Run 1, cell outlines without signal wires:
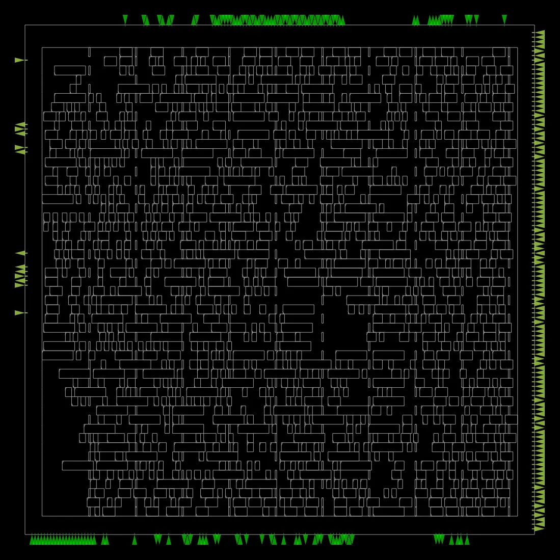
Run 1, metal 1:
Scale: 3 px per um. Supply wires on this layer in gray.
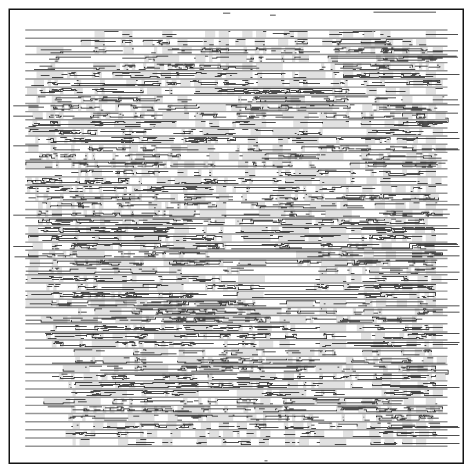
Run 1, local utilization:
Scale: 2 px per um. 15 x 15 tiles, from dark blue (low) to red (high), 0 to 100% covered.
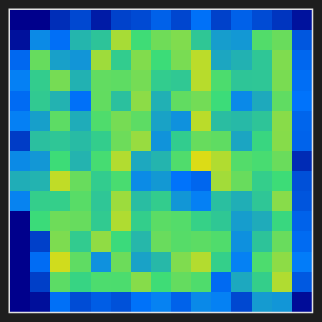
[config.mk]
export PLATFORM = sky130hd
export DESIGN_NAME = vga_sb_fill_ctrl
export DESIGN_NICKNAME = d
export VERILOG_FILES = /design/src/rtl/vga_sb_pkg.sv /design/src/rtl/sb_fill_engine.sv /design/src/rtl/vga_sb_fill_ctrl.sv
export SDC_FILE = /design/constraint.sdc
export NUM_CORES = 1
export LEC_CHECK = 0
export ABC_AREA = 1
export CELL_PAD_IN_SITES_DETAIL_PLACEMENT = 1
export CELL_PAD_IN_SITES_GLOBAL_PLACEMENT = 1
export CORE_MARGIN = 5
export CORE_UTILIZATION = 34
export CTS_BUF_LIST = sky130_fd_sc_hd__clkbuf_8
export CTS_CLUSTER_DIAMETER = 200
export DETAILED_ROUTE_END_ITERATION = 12
export PLACE_DENSITY_LB_ADDON = 0.1
export SKIP_LAST_GASP = 1
export SYNTH_ARGS = -nofsm -noshare
export SYNTH_HDL_FRONTEND = slang
export SYNTH_SLANG_ARGS = --single-unit
[constraint.sdc]
create_clock -name clk_i -period 5.8 [get_ports clk_i]
set_input_delay 1.16 -clock clk_i [delete_from_list [all_inputs] [get_ports clk_i]]
set_output_delay 1.16 -clock clk_i [all_outputs]
set_load 0.05 [all_outputs]
[src/rtl/vga_sb_pkg.sv]
// Shared types and constants for the VGA system-bus controller and its fill engine.
package vga_sb_pkg;

    // Fill engine states
    typedef enum logic [1:0] {
        FILL_IDLE = 2'd0,
        FILL_RUN  = 2'd1,
        FILL_DONE = 2'd2
    } fill_state_e;

    // Word offsets inside the control page
    localparam logic [1:0] CTRL_OFF = 2'd0;
    localparam logic [1:0] DATA_OFF = 2'd1;
    localparam logic [1:0] LEN_OFF  = 2'd2;
    localparam logic [1:0] STAT_OFF = 2'd3;

    // STATUS register bit positions
    localparam int STAT_BUSY = 0;
    localparam int STAT_DONE = 1;
    localparam int STAT_ERR  = 2;

    // CTRL register start bit
    localparam int CTRL_START = 31;

    // Replace the bytes of old_val selected by be with the matching bytes of new_val
    function automatic logic [31:0] merge_bytes(input logic [31:0] old_val,
                                                input logic [31:0] new_val,
                                                input logic [3:0]  be);
        logic [31:0] res;
        res = old_val;
        for (int b = 0; b < 4; b++) begin
            if (be[b]) begin
                res[b*8 +: 8] = new_val[b*8 +: 8];
            end
        end
        return res;
    endfunction

endpackage

[src/rtl/sb_fill_engine.sv]
// Fill engine: walks a region from word 0, writing one word per cycle, then flags done.
module sb_fill_engine
    import vga_sb_pkg::*;
#(
    parameter int NUM_REGIONS = 3,
    parameter int REGION_AW   = 10
) (
    input  logic                   clk_i,
    input  logic                   rst_i,
    input  logic                   start_i,
    input  logic [2:0]             target_i,
    input  logic [REGION_AW:0]     len_i,
    output logic                   busy_o,
    output logic                   fill_we_o,
    output logic [NUM_REGIONS-1:0] fill_req_o,
    output logic [REGION_AW-1:0]   fill_addr_o,
    output logic                   done_set_o,
    output logic                   err_set_o
);

    localparam logic [REGION_AW:0] DEPTH   = {1'b1, {REGION_AW{1'b0}}};
    localparam logic [2:0]         NUM_RGN = 3'(NUM_REGIONS);

    fill_state_e            state_q, state_d;
    logic [REGION_AW-1:0]   cnt_q, cnt_d;
    logic [2:0]             tgt_q, tgt_d;
    logic [REGION_AW:0]     len_q, len_d;
    logic [REGION_AW:0]     len_clamp;
    logic [REGION_AW:0]     last_idx;

    // Lengths beyond the region depth are clamped so the counter never wraps
    assign len_clamp = (len_q > DEPTH) ? DEPTH : len_q;
    assign last_idx  = len_clamp - 1'b1;

    // State, counter and latched job parameters
    always_ff @(posedge clk_i or negedge rst_i) begin
        if (!rst_i) begin
            state_q <= FILL_IDLE;
            cnt_q   <= '0;
            tgt_q   <= '0;
            len_q   <= '0;
        end else begin
            state_q <= state_d;
            cnt_q   <= cnt_d;
            tgt_q   <= tgt_d;
            len_q   <= len_d;
        end
    end

    // Next-state logic and the write strobes presented to the regions
    always_comb begin
        state_d     = state_q;
        cnt_d       = cnt_q;
        tgt_d       = tgt_q;
        len_d       = len_q;
        done_set_o  = 1'b0;
        err_set_o   = 1'b0;
        busy_o      = (state_q != FILL_IDLE);
        fill_we_o   = (state_q == FILL_RUN);
        fill_addr_o = cnt_q;
        fill_req_o  = '0;
        for (int i = 0; i < NUM_REGIONS; i++) begin
            fill_req_o[i] = (state_q == FILL_RUN) && (tgt_q == 3'(i));
        end
        case (state_q)
            FILL_IDLE: begin
                if (start_i) begin
                    tgt_d = target_i;
                    len_d = len_i;
                    cnt_d = '0;
                    if (target_i >= NUM_RGN) begin
                        state_d    = FILL_DONE;
                        done_set_o = 1'b1;
                        err_set_o  = 1'b1;
                    end else if (len_i == '0) begin
                        state_d    = FILL_DONE;
                        done_set_o = 1'b1;
                    end else begin
                        state_d = FILL_RUN;
                    end
                end
            end
            FILL_RUN: begin
                if ({1'b0, cnt_q} == last_idx) begin
                    state_d    = FILL_DONE;
                    done_set_o = 1'b1;
                    cnt_d      = '0;
                end else begin
                    cnt_d = cnt_q + 1'b1;
                end
            end
            FILL_DONE: begin
                state_d = FILL_IDLE;
            end
            default: begin
                state_d = FILL_IDLE;
            end
        endcase
    end

endmodule

[src/rtl/vga_sb_fill_ctrl.sv]
// System-bus controller for N word-addressed regions plus a control page driving the fill engine.
module vga_sb_fill_ctrl
    import vga_sb_pkg::*;
#(
    parameter int NUM_REGIONS = 3,
    parameter int REGION_AW   = 10,
    parameter int SEL_LSB     = 12
) (
    input  logic                      clk_i,
    input  logic                      rst_i,
    input  logic                      req_i,
    input  logic                      write_enable_i,
    input  logic [3:0]                mem_be_i,
    input  logic [31:0]               addr_i,
    input  logic [31:0]               write_data_i,
    output logic [31:0]               read_data_o,
    output logic                      ready_o,
    output logic [NUM_REGIONS-1:0]    rgn_req_o,
    output logic                      rgn_we_o,
    output logic [3:0]                rgn_be_o,
    output logic [REGION_AW-1:0]      rgn_addr_o,
    output logic [31:0]               rgn_wdata_o,
    input  logic [NUM_REGIONS*32-1:0] rgn_rdata_i
);

    localparam int            SW       = $clog2(NUM_REGIONS + 1);
    localparam logic [SW-1:0] CTRL_SEL = SW'(NUM_REGIONS);

    logic [SW-1:0]          sel;
    logic [1:0]             off;
    logic                   is_ctrl;
    logic                   busy;
    logic                   accept;
    logic                   ctrl_wr;
    logic                   cfg_wr;
    logic                   start;
    logic                   stat_clr;
    logic [2:0]             new_target;
    logic [31:0]            data_merged;
    logic [31:0]            len_merged;
    logic [31:0]            ctrl_rdata;
    logic                   unused_bits;

    logic [2:0]             target_q;
    logic [31:0]            fill_data_q;
    logic [REGION_AW:0]     fill_len_q;
    logic                   done_q;
    logic                   err_q;

    logic                   rd_vld_q;
    logic [SW-1:0]          sel_q;
    logic [31:0]            ctrl_rdata_q;

    logic                   fill_we;
    logic [NUM_REGIONS-1:0] fill_req;
    logic [REGION_AW-1:0]   fill_addr;
    logic                   done_set;
    logic                   err_set;

    assign sel     = addr_i[SEL_LSB +: SW];
    assign off     = addr_i[3:2];
    assign is_ctrl = (sel == CTRL_SEL);

    // The control page stays reachable during a fill so software can poll STATUS
    assign ready_o = is_ctrl || !busy;
    assign accept  = req_i && ready_o;

    assign ctrl_wr    = accept && is_ctrl && write_enable_i;
    assign cfg_wr     = ctrl_wr && !busy;
    assign start      = cfg_wr && (off == CTRL_OFF) && mem_be_i[3] && write_data_i[CTRL_START];
    assign stat_clr   = ctrl_wr && (off == STAT_OFF) && mem_be_i[0] && write_data_i[STAT_DONE];
    assign new_target = mem_be_i[0] ? write_data_i[2:0] : target_q;

    assign data_merged = merge_bytes(fill_data_q, write_data_i, mem_be_i);
    assign len_merged  = merge_bytes(32'(fill_len_q), write_data_i, mem_be_i);

    assign unused_bits = ^{addr_i, len_merged};

    sb_fill_engine #(
        .NUM_REGIONS (NUM_REGIONS),
        .REGION_AW   (REGION_AW)
    ) u_fill (
        .clk_i       (clk_i),
        .rst_i       (rst_i),
        .start_i     (start),
        .target_i    (new_target),
        .len_i       (fill_len_q),
        .busy_o      (busy),
        .fill_we_o   (fill_we),
        .fill_req_o  (fill_req),
        .fill_addr_o (fill_addr),
        .done_set_o  (done_set),
        .err_set_o   (err_set)
    );

    // Control registers; configuration is frozen while a fill runs, sticky flags clear before new sets
    always_ff @(posedge clk_i or negedge rst_i) begin
        if (!rst_i) begin
            target_q    <= '0;
            fill_data_q <= '0;
            fill_len_q  <= '0;
            done_q      <= 1'b0;
            err_q       <= 1'b0;
        end else begin
            if (cfg_wr) begin
                case (off)
                    CTRL_OFF: begin
                        if (mem_be_i[0]) begin
                            target_q <= write_data_i[2:0];
                        end
                    end
                    DATA_OFF: fill_data_q <= data_merged;
                    LEN_OFF:  fill_len_q  <= len_merged[REGION_AW:0];
                    default:  ;
                endcase
            end
            done_q <= (done_q && !stat_clr) || done_set;
            err_q  <= (err_q && !stat_clr) || err_set;
        end
    end

    // Value a control-page read would return right now
    always_comb begin
        ctrl_rdata = '0;
        case (off)
            CTRL_OFF: ctrl_rdata[2:0] = target_q;
            DATA_OFF: ctrl_rdata = fill_data_q;
            LEN_OFF:  ctrl_rdata = 32'(fill_len_q);
            default: begin
                ctrl_rdata[STAT_BUSY] = busy;
                ctrl_rdata[STAT_DONE] = done_q;
                ctrl_rdata[STAT_ERR]  = err_q;
            end
        endcase
    end

    // Capture the read target on acceptance so the mux lines up with the region RAM latency
    always_ff @(posedge clk_i or negedge rst_i) begin
        if (!rst_i) begin
            rd_vld_q     <= 1'b0;
            sel_q        <= '0;
            ctrl_rdata_q <= '0;
        end else if (accept && !write_enable_i) begin
            rd_vld_q     <= 1'b1;
            sel_q        <= sel;
            ctrl_rdata_q <= ctrl_rdata;
        end
    end

    // Read data selector; unmapped pages return zero
    always_comb begin
        read_data_o = '0;
        if (rd_vld_q) begin
            if (sel_q == CTRL_SEL) begin
                read_data_o = ctrl_rdata_q;
            end else begin
                for (int i = 0; i < NUM_REGIONS; i++) begin
                    if (sel_q == SW'(i)) begin
                        read_data_o = rgn_rdata_i[i*32 +: 32];
                    end
                end
            end
        end
    end

    // Region port: the fill engine owns it while busy, otherwise the core passes straight through
    always_comb begin
        rgn_req_o   = '0;
        rgn_we_o    = write_enable_i;
        rgn_be_o    = mem_be_i;
        rgn_addr_o  = addr_i[REGION_AW+1:2];
        rgn_wdata_o = write_data_i;
        if (busy) begin
            rgn_req_o   = fill_req;
            rgn_we_o    = fill_we;
            rgn_be_o    = {4{fill_we}};
            rgn_addr_o  = fill_addr;
            rgn_wdata_o = fill_data_q;
        end else begin
            for (int i = 0; i < NUM_REGIONS; i++) begin
                rgn_req_o[i] = accept && (sel == SW'(i));
            end
        end
    end

endmodule

==> flow_metrics.env, run 1 <==
# yosys + openroad results
export IMPL_grt_use_met3_pct=4.04
export IMPL_maxCapViolations=0
export IMPL_cp_required_ns=4.64
export IMPL_portBuffers=230
export IMPL_grtUsageTotal_pct=22.0
export IMPL_wl_met2_um=12100
export IMPL_clkCellAreaFrac_pct=2.09
export IMPL_synth_chip_area_um2=6740
export IMPL_warnings=50
export IMPL_grt_pass1_wl_um=39500
export IMPL_fmax_mhz=220
export IMPL_startpoint="sel_q[1]$_DFFE_PN0P_"
export IMPL_numSynthFlops=109
export IMPL_cts_sinks=109
export IMPL_route_met3_wl_um=1610
export IMPL_yosys_cells=957
export IMPL_cp_cell_sequence="inv_1 -> buf_4 -> nand3_1 -> nand3_1 -> o211ai_1 -> inv_1 -> clkdlybuf4s50_1"
export IMPL_arrival_ns=3.38
export IMPL_cts_tree="done"
export IMPL_final_cell_mix="nand2_1 (262), clkdlybuf4s50_1 (229), o21ai_0 (137), inv_1 (120), dfrtp_1 (108)"
export IMPL_chipArea_um2=22700
export IMPL_post_cts_resized=0
export IMPL_ys_types=38
export IMPL_leakagePower_nw=4.33
export IMPL_status="complete, no violations"
export IMPL_nNonClkBuffers=236
export IMPL_ir_drop_v=0.000139
export IMPL_drive_above_1_share_pct=3.20
export IMPL_netlist_instances=957
export IMPL_antenna_found_initial=1
export IMPL_wl_met1_um=11300
export IMPL_highest_layer="met4"
export IMPL_critical_path_class="reg2out"
export IMPL_cp_depth=7
export IMPL_ys_seq_share_pct=40.5
export IMPL_final_nets=1327
export IMPL_edf_count=0
export IMPL_grt_max_degree=67
export IMPL_buffer_area_share_pct=24.9
export IMPL_ys_top_cells_by_count="nand2_1 (262), o21ai_0 (137), inv_1 (120), dfrtp_1 (109), nand3_1 (85)"
export IMPL_gp_congestion=0.854
export IMPL_rr_endpoint="ctrl_rdata_q[25]$_DFFE_PN0P_"
export IMPL_p_seq_share_pct=37.0
export IMPL_xor_share_pct=1.56
export IMPL_powerClk_uw=476
export IMPL_rsz0062_at_grt="no"
export IMPL_wire_per_inst_um=18.0
export IMPL_max_stage_delay_ns=0.83
export IMPL_grt_ovfl_total=0
export IMPL_placedCellCount=1406
export IMPL_crit_end="read_data_o[2]"
export IMPL_grt_busiest_layer="met2"
export IMPL_grt_pass1_vias=7226
export IMPL_power_switching_mw=1.25
export IMPL_relSlewSlack_pct=23.9
export IMPL_slew_viol_final=0
export IMPL_finalNonFillerCells=1423
export IMPL_lay_top_count="nand2_1"
export IMPL_fillers=2483
export IMPL_maxPowerGroup="combinational cells"
export IMPL_clock_path_buffers=2
export IMPL_finalClockPeriodUsage_pct=78.3
export IMPL_powerSeq_mw=1.04
export IMPL_p_clk_share_pct=17.0
export IMPL_io_pins=251
export IMPL_area_growth_pct=39.5
export IMPL_hold_path_class="reg2reg"
export IMPL_cts_setup_buffers=0
export IMPL_finalSetupTns_ns=0
export IMPL_dr_pass1_iters=4
export IMPL_insertion_delay_ns=0.40
export IMPL_synth_area_top_cells="dfrtp_1 (40%), nand2_1 (15%), o21ai_0 (10%)"
export IMPL_top_cell="nand2_1"
## Picture notes: 'cell outlines without signal wires'
Tapcell Cnt: 265
sequential cell area share: 29.0%
Flop Count: 109
Util after Layout: 48.2%

## Picture notes: 'metal 1'
main direction: horizontal
nets with wire on the layer: 1183
wire length on this layer: 11300 um
share of all routed wire: 44%

## Picture notes: 'local utilization'
fullest tile: 71%
nearly empty tiles: 3.1%
mean over tiles: 40%

run 1: state kept, by name (all words and copies together) (netlist names):
signal,count
err_q,1
sel_q,2
fill_data_q,32
u_fill.tgt_q,3
fill_len_q,11
rd_vld_q,1
u_fill.fill_addr_o,10
done_q,1
target_q,3
u_fill.state_q,2
u_fill.len_q,11
ctrl_rdata_q,32
run 1: metrics by stage:
stage	setup slack, ns	total power, mW	instance area (um^2)	util [%]
floorplan	1.74	1.86	6740	-
global placement	1.51	2.33	9210	47.2
detailed placement	1.53	2.36	9210	47.2
CTS	1.21	2.84	9410	48.2
global route	1.01	3.00	9410	48.2
finish	1.26	2.81	9410	48.2
run 1: worst min-delay path: stages (launching register included):
cell,delay [ns]
dfrtp_1,0.36
nand2_1,0.05
o31ai_1,0.05
--- run 2 (diff from run 1) ---
--- a/config.mk
+++ b/config.mk
@@ -9,7 +9,7 @@
 export CELL_PAD_IN_SITES_DETAIL_PLACEMENT = 1
 export CELL_PAD_IN_SITES_GLOBAL_PLACEMENT = 1
 export CORE_MARGIN = 5
-export CORE_UTILIZATION = 34
+export CORE_UTILIZATION = 32
 export CTS_BUF_LIST = sky130_fd_sc_hd__clkbuf_8
 export CTS_CLUSTER_DIAMETER = 200
 export DETAILED_ROUTE_END_ITERATION = 12
==> constraint.sdc (replaced) <==
create_clock -name clk_i -period 4.6 [get_ports clk_i]
set_input_delay 0.92 -clock clk_i [delete_from_list [all_inputs] [get_ports clk_i]]
set_output_delay 0.92 -clock clk_i [all_outputs]
set_load 0.05 [all_outputs]
==> run 2 against run 1 <==
Largest power group unchanged. Sequential cell count unchanged. Wire length rose by 0.85%. Worst hold slack improved by 0.0017 ns. Cell area grew 2.0%. First-iteration DRC count increased by 8.1%. Highest routed layer unchanged. Global-route usage fell by 1.0 points. Worst setup slack worse by 0.71 ns.
==> flow_metrics.env, run 2 <==
# yosys + openroad results
export IMPL_warnings=50
export IMPL_fmax_mhz=247
export IMPL_worst_slack_ns=0.551
export IMPL_slew_viol_final=0
export IMPL_highest_layer="met4"
export IMPL_lay_top_count="nand2_1"
export IMPL_ir_drop_v=0.000162
export IMPL_fin_util_pct=45.9
export IMPL_ys_types=38
export IMPL_relSlewSlack_pct=32.9
export IMPL_yosys_cells=957
export IMPL_arrival_ns=3.13
export IMPL_top_regs="ctrl_rdata_q: 32 flops, fill_data_q: 32 flops"
export IMPL_p_clk_share_pct=16.9
export IMPL_rsz0062_at_grt="no"
export IMPL_grt_ovfl_total=0
export IMPL_grt_pass1_vias=7294
export IMPL_wl_met2_um=12200
export IMPL_finalNonFillerCells=1438
export IMPL_p_seq_share_pct=35.7
export IMPL_route_met3_wl_um=1230
export IMPL_finalSetupTns_ns=0
export IMPL_post_cts_resized=0
export IMPL_placed_area_um2=9400
export IMPL_startpoint="addr_i[12]"
export IMPL_finalPower_mw=3.62
export IMPL_wire_per_inst_um=17.9
export IMPL_ys_top_cells_by_count="nand2_1 (262), o21ai_0 (137), inv_1 (120), dfrtp_1 (109), nand3_1 (85)"
export IMPL_grt_max_degree=74
export IMPL_edf_count=0
export IMPL_xor_share_pct=1.56
export IMPL_numSynthFlops=109
export IMPL_antenna_found_initial=0
export IMPL_placedCellCount=1423
export IMPL_cp_cell_sequence="clkdlybuf4s50_1 -> nand2_1 -> nand2_1 -> nand2_1 -> o31ai_1 -> clkdlybuf4s50_1"
export IMPL_top_cell="nand2_1"
export IMPL_area_growth_pct=42.3
export IMPL_dr_pass1_iters=4
export IMPL_cp_depth=6
export IMPL_synth_chip_area_um2=6740
export IMPL_final_nets=1334
export IMPL_cts_tree="done"
export IMPL_ys_seq_share_pct=40.5
export IMPL_status="complete, no violations"
export IMPL_place_ws_ns=0.583
export IMPL_grt_pass1_wl_um=40200
export IMPL_grt_busiest_layer="met2"
export IMPL_finalClockPeriodUsage_pct=88.0
export IMPL_cp_required_ns=3.68
export IMPL_clock_path_buffers=2
export IMPL_crit_end="rgn_req_o[2]"
export IMPL_portBuffers=230
export IMPL_cts_sinks=109
export IMPL_grtUsageTotal_pct=21.0
export IMPL_netlist_instances=957
export IMPL_rr_endpoint="u_fill.fill_addr_o[3]$_DFFE_PN0P_"
export IMPL_gp_congestion=0.840
export IMPL_io_pins=251
export IMPL_insertion_delay_ns=0.40
export IMPL_finalInstanceArea_um2=9590
run 2: netlist changes by cell type in the layout (fill, tap and decap cells not counted), moves of 2 or more:
cell             change
buf_12              +13
clkinvlp_4           +2
clkbuf_8             -3
clkdlybuf4s50_1     -15
buf_4                +9
run 2: power by group through the flow:
stage,Sequential (mW),Clock [mW],Combinational (mW)
after global routing,1.32,0.664,1.87
after detailed placement,1.31,0,1.73
after global placement,1.31,0,1.71
after CTS,1.30,0.632,1.74
after floorplan,1.25,0,1.09
final,1.29,0.614,1.72
run 2: area by class of cell:
type | instances | area, um^2
fillers | 2623 | 11300
inverters | 124 | 465
clock buffers | 10 | 138
well taps | 275 | 344
flip-flops and latches | 109 | 2730
repair buffers | 243 | 2520
multi-input cells | 672 | 3340
clock inverters | 5 | 58.8
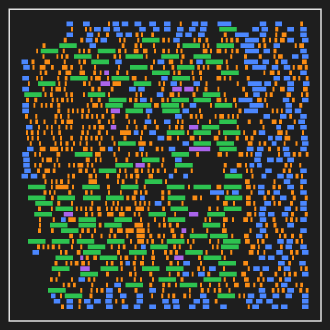
Run 2: placement by cell class
Scale: 2 px per um.
legend:
  green:
    class: flip-flops
    cells: 109
    share_of_their_area: 29%
  orange:
    class: all other logic
    cells: 796
    share_of_their_area: 41%
  blue:
    class: other buffers and delay cells
    cells: 243
    share_of_their_area: 27%
  purple:
    class: clock drivers and dummy loads
    cells: 15
    share_of_their_area: 2.1%

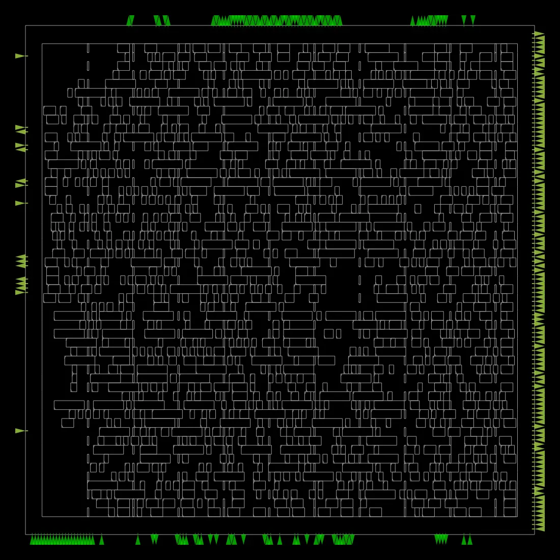
Run 2: cell outlines without signal wires
Tapcell Cnt: 275
FP Rows: 53

--- run 3 (diff from run 2) ---
--- a/config.mk
+++ b/config.mk
@@ -6,6 +6,7 @@
 export NUM_CORES = 1
 export LEC_CHECK = 0
 export ABC_AREA = 1
+export ABC_CLOCK_PERIOD_IN_PS = 4600
 export CELL_PAD_IN_SITES_DETAIL_PLACEMENT = 1
 export CELL_PAD_IN_SITES_GLOBAL_PLACEMENT = 1
 export CORE_MARGIN = 5
==> run 3 against run 2 <==
Sequential cell count did not move. Sequential power barely moved. Wire length did not move. Area after synthesis did not move. Combinational power barely moved. Clock power barely moved. Non-clock buffer count did not move. Global-route usage did not move. First-iteration DRC count did not move. Worst setup slack did not move. Worst hold slack did not move. Utilization did not move. Critical path type unchanged.
==> flow_metrics.env, run 3 <==
# yosys + openroad results
export IMPL_maxPowerGroup="combinational cells"
export IMPL_grt_ovfl_total=0
export IMPL_place_ws_ns=0.583
export IMPL_clkCellAreaFrac_pct=2.05
export IMPL_worst_slack_ns=0.551
export IMPL_cts_setup_buffers=0
export IMPL_p_clk_share_pct=16.9
export IMPL_ir_drop_v=0.000162
export IMPL_seq_share_pct=28.4
export IMPL_hold_path_class="reg2reg"
export IMPL_slew_viol_final=0
export IMPL_finalSetupTns_ns=0
export IMPL_final_cell_mix="nand2_1 (262), clkdlybuf4s50_1 (214), o21ai_0 (137), inv_1 (119), dfrtp_1 (109)"
export IMPL_buffer_area_share_pct=26.3
export IMPL_chipArea_um2=24100
export IMPL_drive_above_1_share_pct=4.90
export IMPL_arrival_ns=3.13
export IMPL_ys_top_cells_by_count="nand2_1 (262), o21ai_0 (137), inv_1 (120), dfrtp_1 (109), nand3_1 (85)"
export IMPL_cp_cell_sequence="clkdlybuf4s50_1 -> nand2_1 -> nand2_1 -> nand2_1 -> o31ai_1 -> clkdlybuf4s50_1"
export IMPL_max_stage_delay_ns=0.91
export IMPL_leakagePower_nw=4.42
export IMPL_tapCellCount=275
export IMPL_status="complete, no violations"
export IMPL_netlist_instances=957
export IMPL_inverters=124
export IMPL_powerSeq_mw=1.29
export IMPL_final_nets=1334
export IMPL_cp_required_ns=3.68
export IMPL_finalInstanceArea_um2=9590
export IMPL_fillers=2623
export IMPL_fin_util_pct=45.9
export IMPL_yosys_cells=957
export IMPL_p_seq_share_pct=35.7
export IMPL_rsz0062_at_grt="no"
export IMPL_logic_area_um2=3340
export IMPL_crit_end="rgn_req_o[2]"
export IMPL_post_cts_resized=0
export IMPL_area_growth_pct=42.3
[run 3: metal layers]
metal | vias up | GRT usage [%] | wire length (um)
met2 | 170 | 36.0 | 12200
met3 | 25 | 3.14 | 1230
met4 | 0 | 5.13 | 476
met5 | - | 0 | 0
li1 | 3561 | - | -
met1 | 3441 | 27.8 | 11900
[run 3: logic make-up (layout without fill, tap and decap cells)]
family | Yosys count | count (layout) | share of synthesized area [%]
simple gates | 409 | 409 | 25.3
compound gates | 242 | 242 | 20.9
buf+inv | 176 | 382 | 10.2
flops | 109 | 109 | 40.5
xor+xnor | 12 | 12 | 1.56
fa+ha+maj | 7 | 7 | 1.30
mux | 2 | 2 | 0.315
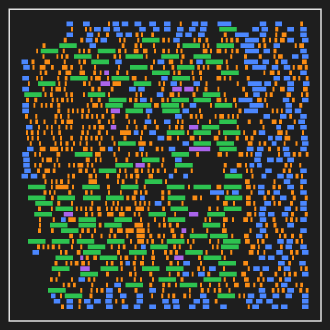
Run 3: placement by cell class
Scale: 2 px per um.
legend:
  green:
    class: flip-flops
    cells: 109
    share_of_their_area: 29%
  orange:
    class: all other logic
    cells: 796
    share_of_their_area: 41%
  blue:
    class: other buffers and delay cells
    cells: 243
    share_of_their_area: 27%
  purple:
    class: clock drivers and dummy loads
    cells: 15
    share_of_their_area: 2.1%

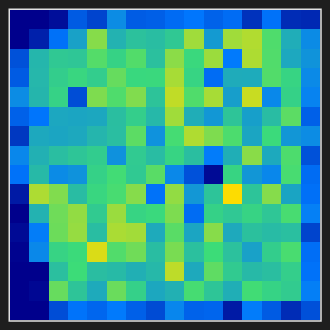
Run 3: local utilization
Scale: 2 px per um. 16 x 16 tiles, from dark blue (low) to red (high), 0 to 100% covered.
mean over tiles: 38%
nearly empty tiles: 4.3%
fullest tile: 75%

Power is estimated from default activity; no workload was simulated.
